met1.png
(4 px per um) Supply wires on this layer in grey.
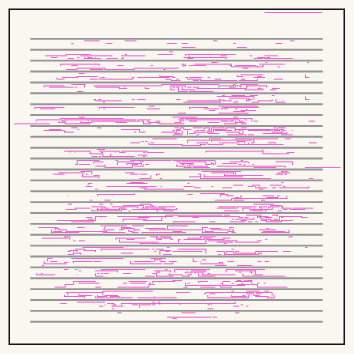
metal_stack.png
(4 px per um) Two of the layers only.
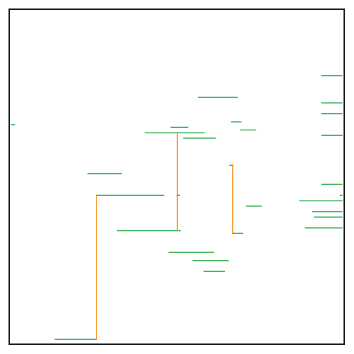
zoom.png
Region (27, 43) to (57, 73) um. Cells in grey, sequential cells in the stronger grey; small squares are vias.
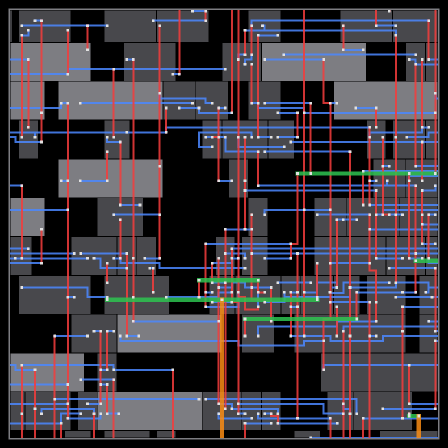
final_congestion.png
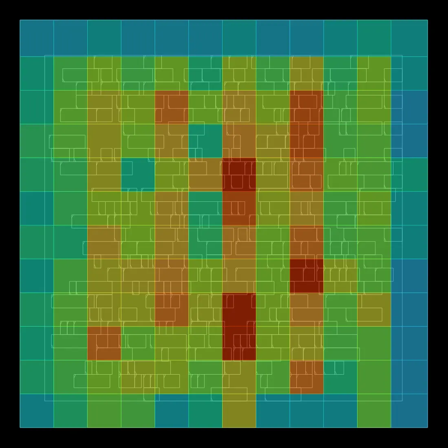
===== src/rtl/round_sequencer.sv =====
`default_nettype none
// ============================================================================
// Module      : round_sequencer
// Description : Game-round FSM for the bomb-defuse puzzle: arm, show password,
//               timed entry with error budget, result hold, optional repeat.
// Revision    : 1.0 - initial release
// ============================================================================
module round_sequencer #(
    parameter int TICK_DIV   = 50000000,
    parameter int SHOW_SEC   = 5,
    parameter int INPUT_SEC  = 20,
    parameter int RESULT_SEC = 3,
    parameter int MAX_ERR    = 3
) (
    input  logic       clk,
    input  logic       rst_p,
    input  logic       en,
    input  logic       start_btn,
    input  logic       auto_repeat,
    input  logic       code_ok,
    input  logic       code_bad,
    output logic [2:0] state,
    output logic       round_rst,
    output logic       show_en,
    output logic       input_en,
    output logic       bomb_en,
    output logic [4:0] countdown,
    output logic [1:0] err_cnt,
    output logic       success,
    output logic       fail,
    output logic [4:0] random
);

    typedef enum logic [2:0] {
        S_IDLE    = 3'd0,
        S_ARM     = 3'd1,
        S_SHOW    = 3'd2,
        S_INPUT   = 3'd3,
        S_SUCCESS = 3'd4,
        S_FAIL    = 3'd5
    } state_t;

    localparam int                 c_DIV_W    = (TICK_DIV > 1) ? $clog2(TICK_DIV) : 1;
    localparam logic [c_DIV_W-1:0] c_DIV_LAST = c_DIV_W'(TICK_DIV - 1);
    localparam logic [4:0]         c_SHOW     = 5'(SHOW_SEC);
    localparam logic [4:0]         c_INPUT    = 5'(INPUT_SEC);
    localparam logic [4:0]         c_RESULT   = 5'(RESULT_SEC);
    localparam logic [1:0]         c_MAX_ERR  = 2'(MAX_ERR);

    state_t               r_state_q, w_state_d;
    logic                 r_start_prev_q;
    logic [c_DIV_W-1:0]   r_div_q, w_div_d;
    logic [4:0]           r_cd_q, w_cd_d;
    logic [1:0]           r_err_q, w_err_d;
    logic [4:0]           r_lfsr_q, w_lfsr_d;
    logic [4:0]           r_rand_q, w_rand_d;
    logic                 r_round_rst_q, w_round_rst_d;
    logic                 r_show_en_q, w_show_en_d;
    logic                 r_input_en_q, w_input_en_d;
    logic                 r_bomb_en_q, w_bomb_en_d;
    logic                 r_success_q, w_success_d;
    logic                 r_fail_q, w_fail_d;

    logic                 w_start_edge;
    logic                 w_tick;
    logic                 w_expire;
    logic                 w_entry;
    logic [1:0]           w_err_inc;

    assign w_start_edge = start_btn & ~r_start_prev_q;
    assign w_tick       = (r_div_q == c_DIV_LAST);
    assign w_expire     = w_tick && (r_cd_q == 5'd1);
    assign w_err_inc    = r_err_q + 2'd1;
    assign w_entry      = (w_state_d != r_state_q);

    always_comb begin
        w_state_d = r_state_q;
        if (!en) begin
            w_state_d = S_IDLE;
        end else begin
            case (r_state_q)
                S_IDLE:    if (w_start_edge) w_state_d = S_ARM;
                S_ARM:     w_state_d = S_SHOW;
                S_SHOW:    if (w_expire) w_state_d = S_INPUT;
                S_INPUT: begin
                    // A correct code wins over both a wrong code and timeout.
                    if (code_ok)
                        w_state_d = S_SUCCESS;
                    else if ((code_bad && (w_err_inc == c_MAX_ERR)) || w_expire)
                        w_state_d = S_FAIL;
                end
                S_SUCCESS,
                S_FAIL:    if (w_expire) w_state_d = auto_repeat ? S_ARM : S_IDLE;
                default:   w_state_d = S_IDLE;
            endcase
        end
    end

    always_comb begin
        w_div_d  = (w_entry || w_tick) ? '0 : r_div_q + c_DIV_W'(1);
        w_cd_d   = r_cd_q;
        if (w_entry) begin
            case (w_state_d)
                S_SHOW:           w_cd_d = c_SHOW;
                S_INPUT:          w_cd_d = c_INPUT;
                S_SUCCESS, S_FAIL: w_cd_d = c_RESULT;
                default:          w_cd_d = 5'd0;
            endcase
        end else if (w_tick && (r_cd_q != 5'd0)) begin
            w_cd_d = r_cd_q - 5'd1;
        end

        w_err_d = r_err_q;
        if (r_state_q == S_ARM)
            w_err_d = 2'd0;
        else if (en && (r_state_q == S_INPUT) && code_bad && !code_ok)
            w_err_d = w_err_inc;

        w_lfsr_d      = {r_lfsr_q[3:0], r_lfsr_q[4] ^ r_lfsr_q[2]};
        w_rand_d      = (r_state_q == S_ARM) ? r_lfsr_q : r_rand_q;
        // Abort via en also clears the per-round modules.
        w_round_rst_d = (w_state_d == S_ARM) || (!en && (r_state_q != S_IDLE));
        w_show_en_d   = (w_state_d == S_SHOW);
        w_input_en_d  = (w_state_d == S_INPUT);
        w_bomb_en_d   = (w_state_d == S_SHOW) || (w_state_d == S_INPUT);
        w_success_d   = (w_state_d == S_SUCCESS);
        w_fail_d      = (w_state_d == S_FAIL);
    end

    always_ff @(posedge clk) begin
        if (rst_p) begin
            r_state_q      <= S_IDLE;
            r_start_prev_q <= 1'b1;
            r_div_q        <= '0;
            r_cd_q         <= 5'd0;
            r_err_q        <= 2'd0;
            r_lfsr_q       <= 5'b00001;
            r_rand_q       <= 5'd0;
            r_round_rst_q  <= 1'b0;
            r_show_en_q    <= 1'b0;
            r_input_en_q   <= 1'b0;
            r_bomb_en_q    <= 1'b0;
            r_success_q    <= 1'b0;
            r_fail_q       <= 1'b0;
        end else begin
            r_state_q      <= w_state_d;
            r_start_prev_q <= start_btn;
            r_div_q        <= w_div_d;
            r_cd_q         <= w_cd_d;
            r_err_q        <= w_err_d;
            r_lfsr_q       <= w_lfsr_d;
            r_rand_q       <= w_rand_d;
            r_round_rst_q  <= w_round_rst_d;
            r_show_en_q    <= w_show_en_d;
            r_input_en_q   <= w_input_en_d;
            r_bomb_en_q    <= w_bomb_en_d;
            r_success_q    <= w_success_d;
            r_fail_q       <= w_fail_d;
        end
    end

    assign state     = r_state_q;
    assign round_rst = r_round_rst_q;
    assign show_en   = r_show_en_q;
    assign input_en  = r_input_en_q;
    assign bomb_en   = r_bomb_en_q;
    assign countdown = r_cd_q;
    assign err_cnt   = r_err_q;
    assign success   = r_success_q;
    assign fail      = r_fail_q;
    assign random    = r_rand_q;

endmodule
`default_nettype wire


===== config.mk =====
export PLATFORM = sky130hd
export DESIGN_NAME = round_sequencer
export DESIGN_NICKNAME = d
export VERILOG_FILES = /design/src/rtl/round_sequencer.sv
export SDC_FILE = /design/constraint.sdc
export NUM_CORES = 1
export LEC_CHECK = 0
export CORE_MARGIN = 5
export CORE_UTILIZATION = 45
export CTS_CLUSTER_SIZE = 24
export DETAILED_ROUTE_END_ITERATION = 6
export GPL_ROUTABILITY_DRIVEN = 1
export GPL_TIMING_DRIVEN = 0
export PLACE_DENSITY = 0.66
export REMOVE_ABC_BUFFERS = 1
export SYNTH_ARGS = -nofsm -noshare
export SYNTH_HDL_FRONTEND = slang
export SYNTH_SLANG_ARGS = --single-unit

===== constraint.sdc =====
create_clock -name clk -period 2.5 [get_ports clk]
set_clock_uncertainty 0.1 [all_clocks]
set_input_delay 0.375 -clock clk [delete_from_list [all_inputs] [get_ports clk]]
set_output_delay 0.375 -clock clk [all_outputs]
set_load 0.02 [all_outputs]

==> results_slide.txt <==
Flow Results at a Glance

Run status
  – Status: finished, final reports clean

Final layout
  – Top Layout Cells: dfxtp_1 (53), nor2_1 (45), clkdlybuf4s50_1 (27)
  – Multi-input gates: 199
  – Clock buf/inv share: slightly above 4%
  – Most flops, register: r_div_q
  – Most common cell after layout, fill and taps aside: dfxtp_1
  – Non-clk invs: 8
  – Signal buf overhead: under 10%
  – Register area: ~1100 um^2
  – Layout net count: just over 300
  – Post-route cell area: between 2000 and 3000 um^2
  – Top cell category: multi-input combinational cells
  – Seq Cell Count: roughly 53
  – Clk_buf instances: 6
  – Layout cells sized above 1: about a tenth

Clock network
  – Postcts setup bufs: 0
  – Clk sinks: approximately 53
  – H-tree depth: 2
  – Clock transition at the registers of the reported paths: 90 ps

Route
  – Vias: ~1.9k
  – TritonRoute pass-1 iters: 5
  – Met3 routed WL: ~180 um
  – Highest Signal Layer: met4
  – DRT iter0 DRCs: 124
  – Antenna violation net count after detailed routing: 0

Placement
  – DP Area: ~2800 um^2
  – Worst slack, placed: -458 ps
  – Detailed Place HPWL: 3.38 mm
  – Dpl cells: 357
  – Port buffer count: 27

Global route
  – GRT met3 Usage: roughly 3.3%
  – M1 GR Usage: between 10% and 20%
  – Overflow after GRT: 0
  – Largest net degree at the start of global routing: 27
  – Vias in the first global route: 1820
  – Initial antenna violation count: 0
  – M2 GR Usage: between 20% and 30%

Min path
  – Hold Crit Start: r_div_q[0]$_SDFF_PP0_
  – Min-Delay Endpoint: r_div_q[0]$_SDFF_PP0_
  – Hold WC Path Type: reg -> reg

STA
  – Fin crit period: between 2000 and 2500 ps
  – Worst setup margin: 123 ps
  – Fin. Hold Viols: 0
  – Max_slew headroom: between 30% and 40%
  – WHS: 374 ps
  – Worst slew pin tran: between 1000 and 1500 ps
  – Setup TNS: 0 ps

Power
  – Combinational share of power: under 10%
  – Sw Pwr: roughly 340 uW
  – Power Internal: 1230 uW
  – Comb. pwr: about 98 uW
  – Sw Ratio: ~22%

Synth
  – Xor+xnor area frac: between 9 and 10%
  – Top cells by area: dfxtp_1 (44%), nor2_1 (7.0%), xor2_1 (5.8%), xnor2_1 (4.0%), ha_1 (2.6%)
  – Synth cell count leaders: dfxtp_1 (53), nor2_1 (45), xor2_1 (16)
  – Most used DFF post-synth: dfxtp_1
  – Max-area cell share: between 40% and 50%
  – Post-synth EDFFs: 0
  – MUX area fraction: under 10%
  – Mapped Cells: between 200 and 300
  – Yosys warns: 0
  – Synth Seq Share: 43.8%

Floorplanning
  – Chip Width: 83.4 um
  – Core area: between 5000 and 6000 um^2
  – Chip area: about 7000 um^2
  – N_taps: about 70

Critical path
  – Crit path kind: reg -> reg
  – Most common cell on crit path: or4_4
  – CP Max Fanout: 5
  – Crit path from: r_div_q[0]$_SDFF_PP0_
  – Crit path launch type: flip-flop
  – Worst Setup End Kind: flip-flop
  – Slowest library cell on the worst path: or4_4
  – CP peak stage delay: roughly 560 ps

Job
  – OpenROAD warnings: 27
## Picture notes: met1.png
nets with wire on the layer	280
share of all routed wire	49%
main direction	horizontal
wire length on this layer	2400 um

## Picture notes: metal_stack.png
layer	colour	wire length
met3	green	185 um
met4	orange	77.5 um
GRT Util Overall: 14.4%
WL final: 4.90 mm
WL per Instance: 13.4 um

## Picture notes: zoom.png
layer	colour
met2	red
met3	green
met4	orange
met1	blue
sequential cells in the window	8
netlist names of flops here include	err_cnt (2), r_div_q (2)
most frequent	nor2_1 (8), dfxtp_1 (8), nand2_1 (6)
cells with their middle in the window	65

## Picture notes: final_congestion.png
GRT busiest layer: met2
Util after Layout: 56.4%

Power and IR drop assume default switching activity.
